Fig. 1: run 1, cell density map
(6 px per µm) 7 x 7 tiles, from black (low) to pale yellow (high), 0 to 100% covered.
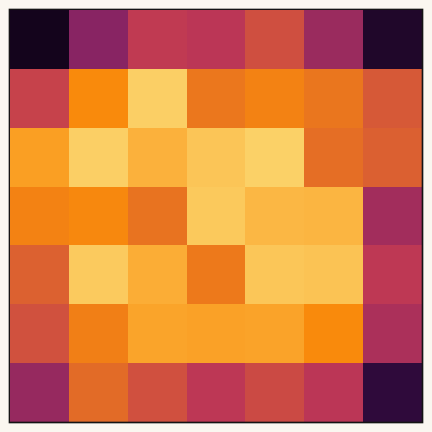
Fig. 2: run 1, placement by cell class
(4 px per µm)
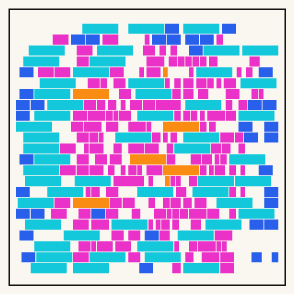
Fig. 3: run 1, clock wiring as the flow saved it
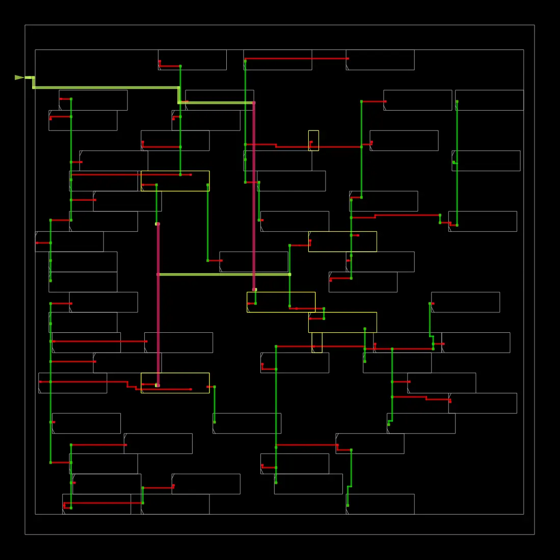
Design hjcounter_monitor, sky130hd; sources not shown.
==> results_dict.tcl, run 1 <==
# yosys + openroad results
set metrics [dict create \
    initialDrtViolationCount 117 \
    inverters 6 \
    antenna_found_initial 0 \
    timing.slew.headroom_pct 53.8 \
    groute.usage.overall_pct 24.2 \
    worstMarginPinSlew_ns 0.687 \
    stage_log_warnings 30 \
    final-clk-cell-share_pct 4.29 \
    outcome "complete, no violations" \
    n_all_buffers 37 \
    final.min_clock_period_ns 3.37 \
    num-fill-cells 288 \
    dr_vias 1800 \
    lay_top_cells "sky130_fd_sc_hd__dfrtp_1 (53), sky130_fd_sc_hd__clkdlybuf4s50_1 (35), sky130_fd_sc_hd__a21oi_1 (14), sky130_fd_sc_hd__mux2_2 (14)" \
    syn-cell-area_mm2 0.00257 \
    routedLengthMet1_um 1980 \
    layout_top_cell "sky130_fd_sc_hd__dfrtp_1" \
    number_of_drc_violations_after_detailed_routing 0 \
    boundaryPins 37 \
    synth.yosys.seq_area_share_pct 51.5 \
]
About Fig. 1:
33% of the tiles are over 75% full. The fullest tile reaches 90%. The mean over all tiles is 64%.
final core utilization: 75.1%
core outline area: 0.00412 mm²

About Fig. 2:
flops: in cyan, cells 53, share of their area 44%. clock drivers and dummy loads: in orange, cells 7, share of their area 4.4%. all other logic: in magenta, cells 165, share of their area 40%. other buffers and delay cells: in blue, cells 37, share of their area 12%.
# rows: 23
sequential share of cell area: 42.9%
final design area excluding fillers: 0.00309 mm²

About Fig. 3:
power attributed to the clock group: 0.236 mW
count of clock-net buffers in the final layout: 5
later-pin clock latency in the skew report: 0.28 ns

Fig. 4: run 1, routed metal, one color a layer
(4 px per µm)
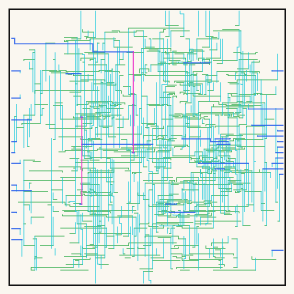

==> run 1 -> run 2 <==
--- a/config.mk
+++ b/config.mk
@@ -6,12 +6,12 @@
 export NUM_CORES = 1
 export LEC_CHECK = 0
 export CAP_MARGIN = 10
-export CORE_UTILIZATION = 58
+export CORE_UTILIZATION = 54
 export CTS_BUF_LIST = sky130_fd_sc_hd__clkbuf_16
 export CTS_CLUSTER_DIAMETER = 60
 export DETAILED_ROUTE_END_ITERATION = 7
 export MAX_ROUTING_LAYER = met4
-export PLACE_DENSITY = 0.88
+export PLACE_DENSITY = 0.83
 export SYNTH_ARGS = -nofsm -noshare
 export SYNTH_HDL_FRONTEND = slang
 export SYNTH_HIERARCHICAL = 1
==> constraint.sdc (replaced) <==
create_clock -name clk -period 3.5 [get_ports clk]
set_input_delay 0.7 -clock clk [delete_from_list [all_inputs] [get_ports clk]]
set_output_delay 0.7 -clock clk [all_outputs]
set_load 0.05 [all_outputs]
Fig. 5: run 2, routed metal, one color a layer
(4 px per µm)
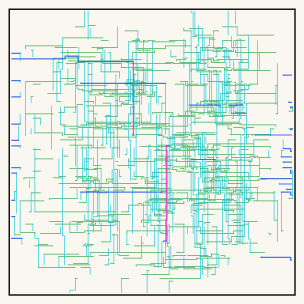
met4: in magenta, wire length 42.2 µm. met3: in blue, wire length 162 µm. met1: in green, wire length 1960 µm. met2: in cyan, wire length 2120 µm.
wire length per cell after detailed routing: 13.6 µm
WL final: 4280 µm
DR vias: 1755

==> run 2 against run 1 <==
Effect of this change: the run now ends with design-rule violations left; clock power grew 88%; sequential cell count did not move; combinational power up about 90%; worst setup slack worse by 2.6 ns; count of clock-buffer cells in the layout did not move; non-clock buffer count rose by 1; critical path type is now reg -> reg; largest cell class unchanged; largest power group unchanged.
==> results_dict.tcl, run 2 <==
# yosys + openroad results
set metrics [dict create \
    post-route-util_pct 69.3 \
    postLayoutCellArea_mm2 0.00310 \
    seq-cell-share_pct 42.8 \
    clock_latency_ns 0.28 \
    groute.usage.overall_pct 19.6 \
    outcome "finished with violations" \
    antenna_found_initial 0 \
    violated_checks "design-rule violations" \
    layout_top_cell "sky130_fd_sc_hd__dfrtp_1" \
    stage_log_warnings 30 \
    final-clk-cell-share_pct 4.28 \
    syn-cell-area_mm2 0.00257 \
    routedLengthMet1_um 1960 \
    number_of_drc_violations_after_detailed_routing 6 \
    lay_top_cells "sky130_fd_sc_hd__dfrtp_1 (53), sky130_fd_sc_hd__clkdlybuf4s50_1 (35), sky130_fd_sc_hd__a21oi_1 (14), sky130_fd_sc_hd__mux2_2 (14)" \
    core_region_area_mm2 0.00447 \
    clkbuf_count 5 \
    inverters 6 \
    num-fill-cells 329 \
    boundaryPins 37 \
    synth.yosys.seq_area_share_pct 51.5 \
    n_all_buffers 38 \
]
Fig. 6: run 2, clock wiring as the flow saved it
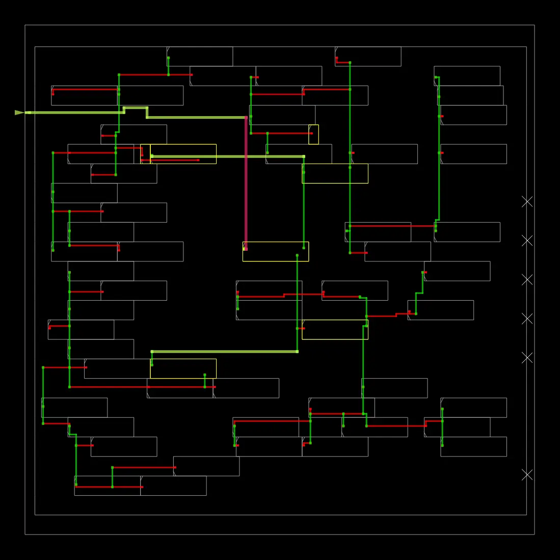

==> run 2 -> run 3 <==
--- a/config.mk
+++ b/config.mk
@@ -6,12 +6,12 @@
 export NUM_CORES = 1
 export LEC_CHECK = 0
 export CAP_MARGIN = 10
-export CORE_UTILIZATION = 54
+export CORE_UTILIZATION = 49
 export CTS_BUF_LIST = sky130_fd_sc_hd__clkbuf_16
 export CTS_CLUSTER_DIAMETER = 60
 export DETAILED_ROUTE_END_ITERATION = 7
 export MAX_ROUTING_LAYER = met4
-export PLACE_DENSITY = 0.83
+export PLACE_DENSITY = 0.8
 export SYNTH_ARGS = -nofsm -noshare
 export SYNTH_HDL_FRONTEND = slang
 export SYNTH_HIERARCHICAL = 1
==> constraint.sdc (replaced) <==
create_clock -name clk -period 2.3 [get_ports clk]
set_input_delay 0.46 -clock clk [delete_from_list [all_inputs] [get_ports clk]]
set_output_delay 0.46 -clock clk [all_outputs]
set_load 0.05 [all_outputs]
Fig. 7: run 3, clock wiring as the flow saved it
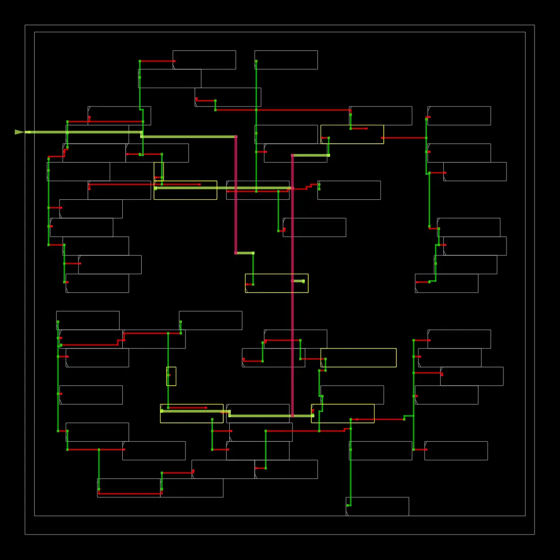
count of sequential standard cells: 53
number of clock buffers inserted by TritonCTS: 5
Final Skew: 0.00600 ns
power attributed to the clock group: 0.820 mW
later-pin clock latency in the skew report: 0.29 ns

==> run 3 against run 2 <==
Effect of this change: synthesized cell count is the same; the run ends with negative setup slack left; sequential share of layout area is 5.9 points lower; critical path depth grew 1; worst hold slack worse by 0.29 ns; sequential power grew 52%; combinational power up 120%; clock power grew 85%; final cell count grew 16%.
==> results_dict.tcl, run 3 <==
# yosys + openroad results
set metrics [dict create \
    post_layout_worst_setup_margin_ns -0.193 \
    worstMarginPinSlew_ns 0.615 \
    postLayoutCellArea_mm2 0.00361 \
    boundaryPins 37 \
    num-fill-cells 360 \
    violated_checks "negative setup slack" \
    core_region_area_mm2 0.00507 \
    initialDrtViolationCount 105 \
    seq-cell-share_pct 36.8 \
    post-route-util_pct 71.1 \
    layout_top_cell "sky130_fd_sc_hd__dfrtp_1" \
    outcome "finished with violations" \
    synth.yosys.seq_area_share_pct 51.5 \
    final.min_clock_period_ns 2.49 \
    stage_log_warnings 33 \
    number_of_failing_setup_endpoints_in_the_final_timing_report 13 \
    syn-cell-area_mm2 0.00257 \
    antenna_found_initial 0 \
    wl_final_um 5500 \
    floorplan.rows 26 \
]

==> screenshots <==
Pin placement.
panel A
(4 px per µm) Pins as bars across the die edge, other pins in gray.
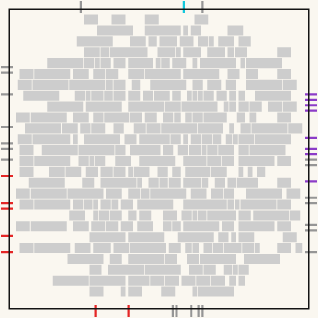
panel B
(6 px per µm) Pins as bars across the die edge, other pins in gray.
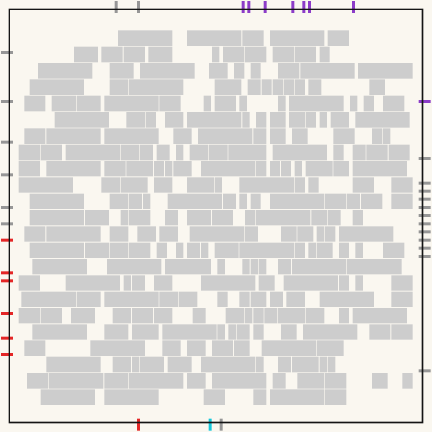
panel C
(6 px per µm) Pins as bars across the die edge, other pins in gray.
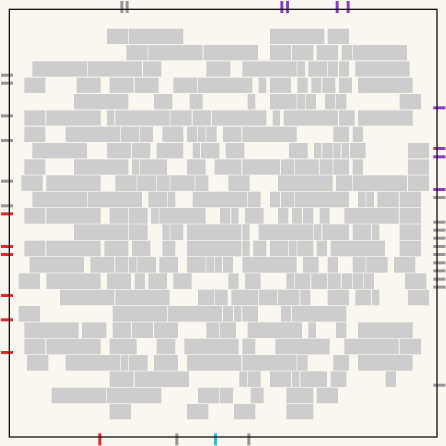
- run 3 = panel A
- run 1 = panel B
- run 2 = panel C

No activity file was given, so power comes from the tool's default toggle rates.
